`config.mk`:
```
export PLATFORM = sky130hd
export DESIGN_NAME = q2_sequencer
export DESIGN_NICKNAME = d
export VERILOG_FILES = /design/src/rtl/q2_sequencer.sv
export SDC_FILE = /design/constraint.sdc
export NUM_CORES = 1
export LEC_CHECK = 0
export CAP_MARGIN = 25
export CORE_ASPECT_RATIO = 0.75
export CORE_MARGIN = 4
export CORE_UTILIZATION = 40
export DETAILED_ROUTE_END_ITERATION = 10
export GPL_ROUTABILITY_DRIVEN = 0
export PLACE_DENSITY = 0.7
export SLEW_MARGIN = 20
export SYNTH_ARGS = -nofsm -noshare
export SYNTH_HDL_FRONTEND = slang
export SYNTH_SLANG_ARGS = --single-unit
```
`constraint.sdc`:
```
create_clock -name clk -period 5 [get_ports clk]
set_input_delay 0.75 -clock clk [delete_from_list [all_inputs] [get_ports clk]]
set_output_delay 0.75 -clock clk [all_outputs]
set_load 0.01 [all_outputs]
```
`src/rtl/q2_sequencer.sv`:
```
// q2_sequencer: fetch/execute sequencer for the Q2 bit-slice datapath.
// Generates every slice strobe, the memory handshake and front-panel run/step/deposit control.
module q2_sequencer #(
   parameter int OPW     = 3,
   parameter int TIMEOUT = 15
) (
   input  logic           clk,
   input  logic           nrst,
   input  logic           run,
   input  logic           step,
   input  logic           panel_dep,
   input  logic [OPW-1:0] mem_op,
   input  logic           mem_ready,
   input  logic           xzero,
   output logic           mem_rd,
   output logic           mem_wr,
   output logic           rdp,
   output logic           rdx,
   output logic           rda,
   output logic           wrx,
   output logic           wra,
   output logic           wrs,
   output logic           incp_clk,
   output logic           nwrp,
   output logic           nsw,
   output logic           dep,
   output logic           xin_zero,
   output logic           xin_p,
   output logic           xin_shift,
   output logic           xin_dbus,
   output logic           halted,
   output logic           bus_err
);

   localparam int WW = (TIMEOUT > 0) ? $clog2(TIMEOUT + 1) : 1;

   localparam logic [OPW-1:0] OP_LDA = OPW'(0);
   localparam logic [OPW-1:0] OP_STA = OPW'(1);
   localparam logic [OPW-1:0] OP_JMP = OPW'(2);
   localparam logic [OPW-1:0] OP_JZ  = OPW'(3);
   localparam logic [OPW-1:0] OP_SHL = OPW'(4);
   localparam logic [OPW-1:0] OP_CLX = OPW'(5);
   localparam logic [OPW-1:0] OP_LXP = OPW'(6);
   localparam logic [OPW-1:0] OP_HLT = OPW'(7);

   typedef enum logic [2:0] {
      S_HALT,
      S_DEP,
      S_DEP_W,
      S_FETCH,
      S_LOAD,
      S_INCP,
      S_EXEC,
      S_EXEC2
   } state_t;

   state_t         state_q, state_d, boundary;
   logic [OPW-1:0] ir_q, ir_d;
   logic           one_shot_q, one_shot_d;
   logic [WW-1:0]  wait_q, wait_d;
   logic           err_d;
   logic           req;
   logic           timeout;
   logic           exec_d;
   logic           xsel_d;

   always_comb begin
      state_d    = state_q;
      ir_d       = ir_q;
      one_shot_d = one_shot_q;
      wait_d     = '0;
      timeout    = 1'b0;
      boundary   = (run && !one_shot_q) ? S_FETCH : S_HALT;
      req        = (state_q == S_DEP_W) || (state_q == S_FETCH) ||
                   ((state_q == S_EXEC) && ((ir_q == OP_LDA) || (ir_q == OP_STA)));
      if (req && !mem_ready) begin
         wait_d  = wait_q + 1'b1;
         timeout = (TIMEOUT != 0) && ((32'(wait_q) + 32'd1) == 32'(TIMEOUT));
      end
      err_d = bus_err | timeout;

      case (state_q)
         S_HALT: begin
            if (panel_dep) begin
               state_d = S_DEP;
            end else if (run || step) begin
               state_d    = S_FETCH;
               one_shot_d = step & ~run;
            end
         end
         S_DEP:   state_d = S_DEP_W;
         S_DEP_W: if (mem_ready) state_d = S_HALT;
         S_FETCH: begin
            if (mem_ready) begin
               state_d = S_LOAD;
               ir_d    = mem_op;
            end
         end
         S_LOAD:  state_d = S_INCP;
         S_INCP:  state_d = S_EXEC;
         S_EXEC: begin
            case (ir_q)
               OP_LDA:  if (mem_ready) state_d = S_EXEC2;
               OP_STA:  if (mem_ready) state_d = boundary;
               OP_SHL:  state_d = S_EXEC2;
               OP_HLT:  state_d = S_HALT;
               default: state_d = boundary;
            endcase
         end
         S_EXEC2: state_d = boundary;
         default: state_d = S_HALT;
      endcase

      // a timed-out request abandons whatever access was in flight
      if (timeout) state_d = S_HALT;
   end

   assign exec_d = (state_d == S_EXEC);
   assign xsel_d = (state_d == S_INCP) || (state_d == S_EXEC);

   // Outputs decode the next state so they are registered and valid from state entry;
   // X source selects rise in INCP, one cycle ahead of the EXEC wrx pulse.
   always_ff @(posedge clk or negedge nrst) begin
      if (!nrst) begin
         state_q    <= S_HALT;
         ir_q       <= '0;
         one_shot_q <= 1'b0;
         wait_q     <= '0;
         mem_rd     <= 1'b0;
         mem_wr     <= 1'b0;
         rdp        <= 1'b0;
         rdx        <= 1'b0;
         rda        <= 1'b0;
         wrx        <= 1'b0;
         wra        <= 1'b0;
         wrs        <= 1'b0;
         incp_clk   <= 1'b0;
         nwrp       <= 1'b1;
         nsw        <= 1'b0;
         dep        <= 1'b0;
         xin_zero   <= 1'b0;
         xin_p      <= 1'b0;
         xin_shift  <= 1'b0;
         xin_dbus   <= 1'b0;
         halted     <= 1'b1;
         bus_err    <= 1'b0;
      end else begin
         state_q    <= state_d;
         ir_q       <= ir_d;
         one_shot_q <= one_shot_d;
         wait_q     <= wait_d;
         mem_rd     <= (state_d == S_FETCH) || (exec_d && (ir_d == OP_LDA));
         mem_wr     <= (state_d == S_DEP_W) || (exec_d && (ir_d == OP_STA));
         rdp        <= (state_d == S_FETCH) || (state_d == S_LOAD);
         rdx        <= exec_d && ((ir_d == OP_LDA) || (ir_d == OP_STA));
         rda        <= exec_d && (ir_d == OP_STA);
         wrx        <= (state_d == S_LOAD) ||
                       (exec_d && ((ir_d == OP_SHL) || (ir_d == OP_CLX) || (ir_d == OP_LXP)));
         wra        <= (state_d == S_EXEC2) && (ir_d == OP_LDA);
         wrs        <= (state_d == S_EXEC2) && (ir_d == OP_SHL);
         incp_clk   <= (state_d == S_INCP);
         nwrp       <= !(exec_d && ((ir_d == OP_JMP) || ((ir_d == OP_JZ) && xzero)));
         nsw        <= !((state_d == S_HALT) || (state_d == S_DEP) || (state_d == S_DEP_W));
         dep        <= (state_d == S_DEP) || (state_d == S_DEP_W);
         xin_zero   <= xsel_d && (ir_d == OP_CLX);
         xin_p      <= xsel_d && (ir_d == OP_LXP);
         xin_shift  <= xsel_d && (ir_d == OP_SHL);
         xin_dbus   <= (state_d == S_FETCH) || (state_d == S_LOAD);
         halted     <= (state_d == S_HALT);
         bus_err    <= err_d;
      end
   end

endmodule

```
clk_routes.png
Scale: 6 px per um.
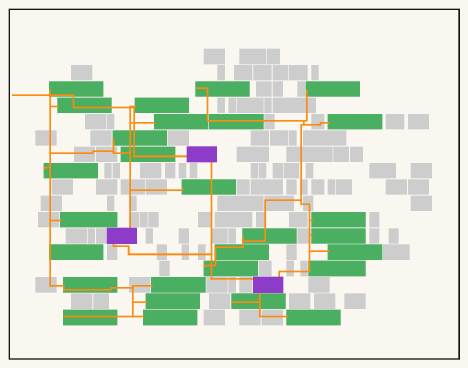
Key: purple = clock drivers [count 3]; green = flip-flops [count 28]; orange = clock wires [length 334 um]
There are 4 routed clock nets.

==> Changelog: implementation <==
## Flow update

- Status: completed
- IO buf count: 27
- Worst Path Arrival: ~3 ns
- WL final: 2760 um
- Slew of the pin with the lowest slew margin: ~0.54 ns
- Largest register FFs: 4
- Leak: about 0.74 nW
- Clk_skew: between 0.002 and 0.003 ns
- Worst setup EP type: flip-flop
- Wire length per cell: approximately 15 um
- PnR Total Power: around 960 uW
- Number of I/O pins: 28
- Count leader, synth: dfrtp_1
- H-tree Lvls: 1
- Slowest cell on the critical path: clkdlybuf4s50_1
- CTS Buffer Depth: 2
- Init Core Util: roughly 44%
- Post-synthesis cell type count: just over 40
- CP max stage delay: 0.59 ns
- Diodes inserted: 0
- Vias in the first global route: just over 900
- CP Cell Sequence: clkdlybuf4s50_1, o21a_1, o22ai_1, a311oi_2, nor4_4, a211o_4, or4_4
- HPWL after DPL: 1990 um
- Chip area: about 4300 um^2
- Grt total ovfl: 0
- TritonCTS clock tree: done
- Initial drt markers: 67
- Share of cells above drive strength 1: between 10% and 20%
- Largest registers: wait_q (4), ir_q (3), state_q (3)
- Cell Pwr Density: 568 nW/um^2
- Hold buffer count at CTS: 0
- CP max FO: 7
- Worst vdd ir: roughly 300 uV
- Place WS: slightly below 2 ns
- Fin. Hold Viols: 0
- Critical Path Source Type: input pin
- Synth Seq Share: roughly 53%
- Ys flops: 28
- Chip height: roughly 58 um
- Area delta synth->final: 25.9%
layer_met2.png
Scale: 6 px per um. Cells faint in the background.
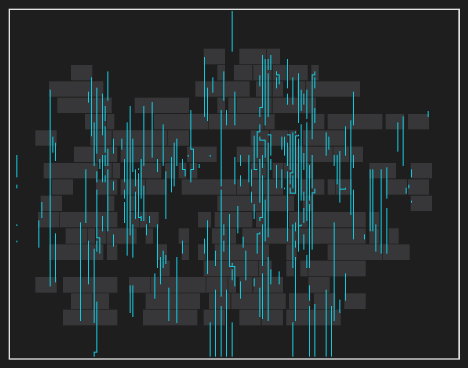
The longest straight run is 32.6 um. The layer holds 41% of the routed length. The wires run mostly vertical. 127 nets have wire on it. The layer carries 1130 um of wire.

[area by class of cell]
| cell class | instances | area, um^2 |
|---|---|---|
| clock buffer | 4 | 55.1 |
| timing repair buffer | 28 | 278 |
| sequential | 28 | 703 |
| fill | 279 | 1380 |
| multi-input combinational | 76 | 566 |
| inverter | 9 | 33.8 |
| tap | 38 | 47.5 |
[placed cells by master, fill, tap and decap left out, types with 2 or more instances in the layout]
master	n
nand3b_1	2
a21oi_1	4
clkbuf_8	4
a2111oi_1	2
o21ai_0	7
clkdlybuf4s50_1	27
a21boi_0	2
or3_1	2
inv_1	9
or2_2	2
nand2_1	8
nor3_1	3
ha_1	2
dfrtp_1	26
nor2_1	11
nand2b_1	2
dfstp_2	2
nand3_1	4
mux2i_1	3
[worst paths after layout]
kind,endpoint,depth (start not counted),start
worst min-delay path,bus_err$_DFF_PN0_,1,bus_err$_DFF_PN0_
worst min register to register,bus_err$_DFF_PN0_,1,bus_err$_DFF_PN0_
worst max-delay path,nwrp$_DFF_PN1_,7,mem_ready
min in group asynchronous,xin_shift$_DFF_PN0_,2,nrst
max in group asynchronous,halted$_DFF_PN1_,2,nrst
worst max register to register,nwrp$_DFF_PN1_,6,state_q[0]$_DFF_PN0_
[worst reg2reg max path: stages (launching register included)]
cell,delay [ns]
dfrtp_1,0.52
o31ai_4,0.32
nand3b_4,0.14
a211oi_4,0.34
nor4_4,0.12
a211o_4,0.36
or4_4,0.49
[where the power goes]
part	leakage, nW	switching, mW	internal (mW)	total, mW
clock network	0.0288	0.0702	0.0706	0.141
logic	0.346	0.236	0.197	0.433
registers	0.365	0.0819	0.299	0.381
total	0.740	0.388	0.567	0.955
[routing by layer]
layer	vias up	routed length (um)	track usage (%)	part of all wire, %
met2	27	1130	18.8	41
met5	-	0	0	0
met3	5	181	4.68	6.6
met1	453	1420	22.5	51
li1	472	-	-	-
met4	0	28	4.31	1.0
[cell families (layout without fill, tap and decap cells)]
logic type	Yosys count	count (layout)	synth area share [%]
adder cells (fa/ha/maj)	2	2	1.87
flip-flops	28	28	52.6
XOR/XNOR	2	2	1.31
buffers and inverters	13	41	5.06
AND/OR/NAND/NOR	44	44	20.6
multiplexers	3	3	2.25
AND-OR/OR-AND	25	25	16.3
Power is estimated from default activity; no workload was simulated.
